$ cat src/rtl/event_packetizer.sv
// event_packetizer: timestamps each granted column-arbiter event, packs it as
// {ts, xadd, yadd} and queues it in a small FIFO for a valid/ready readout link.
// Events arriving while the FIFO is full are dropped and counted.
module event_packetizer #(
    parameter int Lvl_ROW_ADD = 1,
    parameter int Lvl_COL_ADD = 1,
    parameter int TS_WIDTH    = 16,
    parameter int FIFO_DEPTH  = 4,
    parameter int FIFO_ADD    = 2
) (
    input  logic                                        clk_i,
    input  logic                                        reset_i,
    input  logic                                        enable_i,
    input  logic                                        evt_valid_i,
    input  logic [Lvl_ROW_ADD-1:0]                      xadd_i,
    input  logic [Lvl_COL_ADD-1:0]                      yadd_i,
    input  logic                                        pkt_ready_i,
    input  logic                                        ovf_clr_i,
    output logic                                        pkt_valid_o,
    output logic [TS_WIDTH+Lvl_ROW_ADD+Lvl_COL_ADD-1:0] pkt_data_o,
    output logic [FIFO_ADD:0]                           count_o,
    output logic                                        full_o,
    output logic                                        ts_wrap_o,
    output logic                                        ovf_o,
    output logic [7:0]                                  drop_cnt_o
);

    localparam int PKT_W = TS_WIDTH + Lvl_ROW_ADD + Lvl_COL_ADD;
    localparam logic [FIFO_ADD:0]   CNT_FULL = (FIFO_ADD + 1)'(FIFO_DEPTH);
    localparam logic [FIFO_ADD:0]   CNT_ONE  = (FIFO_ADD + 1)'(1);
    localparam logic [FIFO_ADD-1:0] PTR_ONE  = FIFO_ADD'(1);
    localparam logic [TS_WIDTH-1:0] TS_ONE   = TS_WIDTH'(1);
    localparam logic [7:0]          DROP_MAX = 8'hFF;

    // Drop counter increments but never rolls over past all-ones.
    function automatic logic [7:0] sat_inc8(input logic [7:0] v);
        return (v == DROP_MAX) ? v : v + 8'd1;
    endfunction

    logic [TS_WIDTH-1:0] ts_q, ts_d;
    logic                ts_wrap_q, ts_wrap_d;
    logic [FIFO_ADD-1:0] wr_ptr_q, wr_ptr_d;
    logic [FIFO_ADD-1:0] rd_ptr_q, rd_ptr_d;
    logic [FIFO_ADD:0]   count_q, count_d;
    logic                ovf_q, ovf_d;
    logic [7:0]          drop_cnt_q, drop_cnt_d;
    logic [PKT_W-1:0]    mem_q [FIFO_DEPTH];
    logic [PKT_W-1:0]    mem_d;

    logic push, pop, full, wr_en, drop;

    // Handshake decode, timestamp, pointer/occupancy and overflow next-state.
    always_comb begin
        push  = enable_i & evt_valid_i;
        pop   = pkt_valid_o & pkt_ready_i;
        full  = (count_q == CNT_FULL);
        // A full FIFO still accepts a push when the head leaves in the same cycle.
        wr_en = push & (~full | pop);
        drop  = push & full & ~pop;

        ts_d      = enable_i ? ts_q + TS_ONE : ts_q;
        ts_wrap_d = enable_i & (ts_q == '1);

        // Packet carries the counter value seen in the push cycle.
        mem_d = {ts_q, xadd_i, yadd_i};

        wr_ptr_d = wr_en ? wr_ptr_q + PTR_ONE : wr_ptr_q;
        rd_ptr_d = pop ? rd_ptr_q + PTR_ONE : rd_ptr_q;

        count_d = count_q;
        if (wr_en && !pop) begin
            count_d = count_q + CNT_ONE;
        end else if (pop && !wr_en) begin
            count_d = count_q - CNT_ONE;
        end

        // A drop coinciding with a clear restarts the count at one.
        ovf_d      = ovf_q;
        drop_cnt_d = drop_cnt_q;
        if (drop) begin
            ovf_d      = 1'b1;
            drop_cnt_d = ovf_clr_i ? 8'd1 : sat_inc8(drop_cnt_q);
        end else if (ovf_clr_i) begin
            ovf_d      = 1'b0;
            drop_cnt_d = 8'd0;
        end
    end

    // Control state register with asynchronous reset.
    always_ff @(posedge clk_i or posedge reset_i) begin
        if (reset_i) begin
            ts_q       <= '0;
            ts_wrap_q  <= 1'b0;
            wr_ptr_q   <= '0;
            rd_ptr_q   <= '0;
            count_q    <= '0;
            ovf_q      <= 1'b0;
            drop_cnt_q <= 8'd0;
        end else begin
            ts_q       <= ts_d;
            ts_wrap_q  <= ts_wrap_d;
            wr_ptr_q   <= wr_ptr_d;
            rd_ptr_q   <= rd_ptr_d;
            count_q    <= count_d;
            ovf_q      <= ovf_d;
            drop_cnt_q <= drop_cnt_d;
        end
    end

    // Packet storage holds data only, so it carries no reset.
    always_ff @(posedge clk_i) begin
        if (wr_en) begin
            mem_q[wr_ptr_q] <= mem_d;
        end
    end

    assign pkt_valid_o = (count_q != '0);
    assign full_o      = (count_q == CNT_FULL);
    assign count_o     = count_q;
    // Unreset storage is masked so the link sees zero whenever nothing is queued.
    assign pkt_data_o  = pkt_valid_o ? mem_q[rd_ptr_q] : '0;
    assign ts_wrap_o   = ts_wrap_q;
    assign ovf_o       = ovf_q;
    assign drop_cnt_o  = drop_cnt_q;

endmodule

$ cat config.mk
export PLATFORM = sky130hd
export DESIGN_NAME = event_packetizer
export DESIGN_NICKNAME = d
export VERILOG_FILES = /design/src/rtl/event_packetizer.sv
export SDC_FILE = /design/constraint.sdc
export NUM_CORES = 1
export LEC_CHECK = 0
export ABC_AREA = 1
export CAP_MARGIN = 20
export CELL_PAD_IN_SITES_DETAIL_PLACEMENT = 1
export CELL_PAD_IN_SITES_GLOBAL_PLACEMENT = 1
export CORE_MARGIN = 1.5
export CORE_UTILIZATION = 49
export CTS_CLUSTER_SIZE = 8
export DETAILED_ROUTE_END_ITERATION = 12
export PLACE_DENSITY_LB_ADDON = 0.1
export SYNTH_ARGS = -nofsm -noshare
export SYNTH_HDL_FRONTEND = slang
export SYNTH_SLANG_ARGS = --single-unit
$ cat constraint.sdc
create_clock -name clk_i -period 2.99 [get_ports clk_i]
set_input_delay 0.7475 -clock clk_i [delete_from_list [all_inputs] [get_ports clk_i]]
set_output_delay 0.7475 -clock clk_i [all_outputs]
set_load 0.02 [all_outputs]
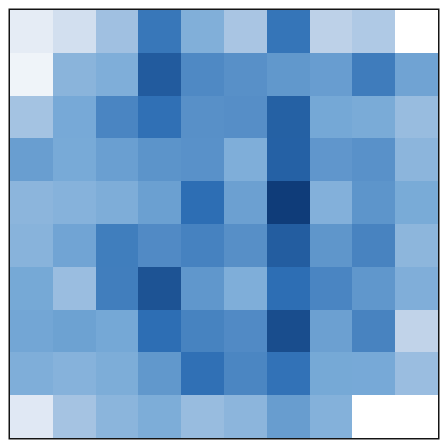
(images/util_map.png)
10 x 10 tiles, from white (low) to dark blue (high), 0 to 100% covered.
nearly empty tiles: 3.0%
mean over tiles: 53%
tiles over 75% full: 8.0%
fullest tile: 95%
Starting Density: 50.21%
standard cell core area: 9153 um^2
final core area utilization: 59.10%

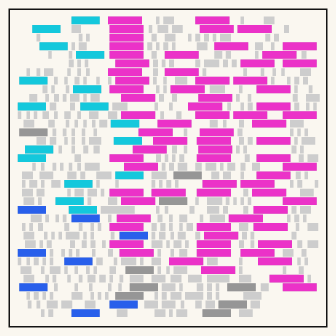
(images/ff_map.png)
| netlist name | colour | placed flops |
|---|---|---|
| `drop_cnt_o` | blue | 8 |
| `mem_q` | magenta | 72 |
| `ts_q` | cyan | 16 |
reported sequential group power: 2.02 mW
flip-flop and latch share of the layout cell area: 55.24%

==> job_summary.md <==
## Synthesis and layout report

| Metric | Value |
|---|---|
| Top post-synthesis cells by area | `sky130_fd_sc_hd__edfxtp_1 (47%), sky130_fd_sc_hd__dfrtp_1 (18%), sky130_fd_sc_hd__nor2_1 (7.6%)` |
| Overall die area | `9969 um^2` |
| TritonCTS clock tree | `built` |
| Worst flop-to-flop path endpoint | `count_o[2]` |
| Total Routing Usage GR | `23.99%` |
| Post-DRT Antenna Nets | `0` |
| Number of antenna violations at the first check in global routing | `0` |
| Top cell area share | `47.05%` |
| Avg Synthesized Cell Area | `10.54 um^2` |
| Power Density | `903.1 nW/um^2` |
| Depth of the worst register-to-register path | `10` |
| Yosys aoi share | `6.480%` |
| CTS clk-pin slew, worst paths | `90 ps` |
| H-tree depth | `3` |
| Maximum buffer depth of the clock tree | `2` |
| Largest voltage drop on the vdd net | `0.0004217 V` |
| Instance tally after logic synthesis | `436` |
| Kind of critical path | `flip-flop to output pin` |
| Adder and majority gate portion of the synthesized area | `2.341%` |
| Number of buffers created by CTS | `9` |
| Post-synth net total | `452` |
| Number of global-route vias before repair | `3570` |
| Count of boundary I/O pins | `41` |
| Fmax | `345.9 MHz` |
| Final critical path time including I/O delays and setup | `2891 ps` |
| Number of synthesized flops with an enable pin | `72` |
| Cell taking the most area after synthesis | `sky130_fd_sc_hd__edfxtp_1` |
| Area growth from synthesis to layout | `17.70%` |
| Pre-CTS worst setup slack | `183.2 ps` |
| Setup slack of the most critical reg-to-reg path | `700 ps` |
| Summed standard-cell area reported by yosys | `4596 um^2` |
| Mux share | `0.2450%` |
| Detailed-route via count | `3234` |
| DRT iter0 DRCs | `142` |
| Critical path launch point | `rd_ptr_q[0]` |
| CP Launch Type | `flip-flop` |
| Basic Gates by Area | `18.49%` |
| Maximum capacitance violations | `0` |
| Most frequent cell after synthesis | `sky130_fd_sc_hd__nor2_1` |
| Die height | `99.85 um` |
| Remaining DRCs | `0` |
| Critical path peak fanout | `16` |
| Synthesis warning total | `0` |
| Fin worst setup slack | `98.76 ps` |
| Post-route fraction of the period consumed by the critical path | `96.70%` |
| Placement Rows | `35` |
| Top non-seq family | `simple AND/OR/NAND/NOR gates` |
| Startpoint of the lowest-slack register-to-register path | `count_o[0]` |
| Detailed-router iteration count before antenna repair | `4` |
| Slowest-stage cell, CP | `sky130_fd_sc_hd__clkdlybuf4s50_1` |
| Total congestion overflow | `0` |
| Nets@finish | `507` |
| Placer's final routability congestion estimate | `0.7852` |
| Worst Hold End | `ovf_o` |
| Yosys cell types | `31` |
| Hold Violations, Final | `0` |
| Share of the yosys chip area belonging to registers | `65.01%` |
| Sum of net half-perimeters after detailed placement | `7.259 mm` |
| Hold Path Origin | `ovf_o` |
| Critical path data arrival time | `2140 ps` |
| Critical path data required time | `2240 ps` |
| Post-Route Skew | `8.663 ps` |
| Master cell of the clock root buffer | `sky130_fd_sc_hd__clkbuf_8` |
| Cells along the critical path | `buf_6, nor2_1, nor2_1, o21ai_0, a21oi_1, clkdlybuf4s50_1` |
| Most frequent logic cell in the layout | `sky130_fd_sc_hd__nor2_1` |
| Overall power consumption | `4.885 mW` |
| Top cells by count | `sky130_fd_sc_hd__nor2_1 (93), sky130_fd_sc_hd__edfxtp_1 (72), sky130_fd_sc_hd__nand2_1 (68), sky130_fd_sc_hd__inv_1 (35), sky130_fd_sc_hd__o21ai_0 (35)` |
| Setup Total Neg Slack | `0 ps` |
| Tool Warnings | `29` |
| Main synth FF type | `sky130_fd_sc_hd__edfxtp_1` |
| Crit. End Element | `output pin` |
| Share of post-route cells with drive strength above 1 | `9.476%` |
| # clock sinks | `105` |
| Result of the run | `complete, no violations` |
| Cell count listed in synth_stat.txt | `436` |
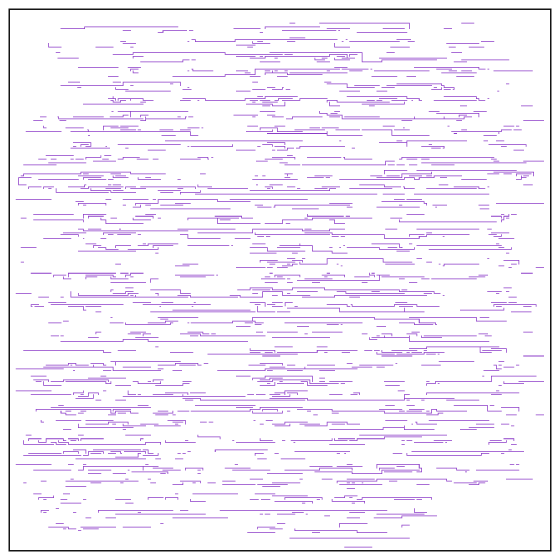
(images/m1.png)
nets with wire on the layer: 480
longest straight run: 33.6 um
main direction: horizontal
wire length on this layer: 4880 um
share of all routed wire: 45%
GR Util met1: 30.23%
wire length after detailed routing: 10.93 mm

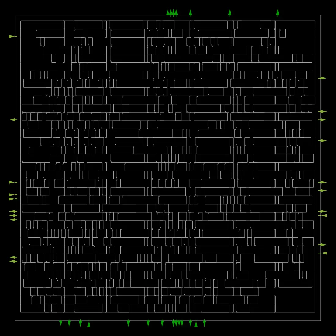
(images/placed.png)
final std cells w/o fill: 607
total of fill cells in the finished design: 988
tap cell count: 111

per-layer routing:
layer / part of all wire [%] / routed length, um / track usage [%] / up-vias
met4: 1.4 / 158 / 7.476 / 0
li1: - / - / - / 1556
met2: 52 / 5693 / 43.22 / 43
met1: 45 / 4882 / 30.23 / 1621
met3: 1.8 / 198 / 3.064 / 14
met5: 0 / 0 / 0 / -
sequential cells by signal, indices dropped and copies added, names as in the netlist:
signal and count:
count_o 3, drop_cnt_o 8, mem_q 72, ovf_o 1, rd_ptr_q 2, ts_q 16
ts_wrap_o 1, wr_ptr_q 2
what timing repair did:
item | 4_1_cts | 5_1_grt
endpoints found under the setup margin | 0 | 10
hold buffers | 0 | 0
gates resized | 0 | 10
setup buffers | 0 | 0
power by group:
group          switching, mW  internal (mW)
Clock                  0.478          0.391
Sequential             0.216           1.81
Combinational           1.18          0.809
how the worst max path moves through the flow:
stage	to	slack, ps	cells after the start
after floorplan	count_o[1]	740	8
after global placement	count_o[2]	260	11
after detailed placement	count_o[2]	180	11
after CTS	pkt_data_o[3]	6	6
after global routing	pkt_data_o[17]	-20	6
final	pkt_data_o[16]	100	6
kinds of logic (layout without fill, tap and decap cells):
group / count (synthesis) / after routing
and+or+nand+nor: 198 / 198
buffers and inverters: 50 / 110
xor gates and xnor gates: 15 / 15
DFF: 105 / 105
muxes: 1 / 1
adders and majority gates: 8 / 8
AOI/OAI and AO/OA: 59 / 59
critical path: cells and delay by family, from the launching register on:
family | cells | cell delay, ps
AND-OR/OR-AND | 2 | 280
buffers and inverters | 2 | 850
AND/OR/NAND/NOR | 2 | 170
flip-flops | 1 | 480
per-stage QoR:
step | area (um^2) | cells | hold slack [ps]
3_3_place_gp | 5186 | 591 | 473.5
3_5_place_dp | 5186 | 591 | 481.0
5_1_grt | 5409 | 607 | 568.3
6_report | 5409 | 607 | 501.2
4_1_cts | 5381 | 607 | 508.2
2_1_floorplan | 4596 | 436 | 496.4
layout make-up:
type	instances	area (um^2)
Clock inverter	6	67.56
Tap cell	111	138.9
Timing Repair Buffer	55	538.0
Multi-Input combinational cell	281	1398
Clock buffer	10	127.6
Inverter	39	151.4
Fill cell	988	3744
Sequential cell	105	2988
Power and IR drop assume default switching activity.
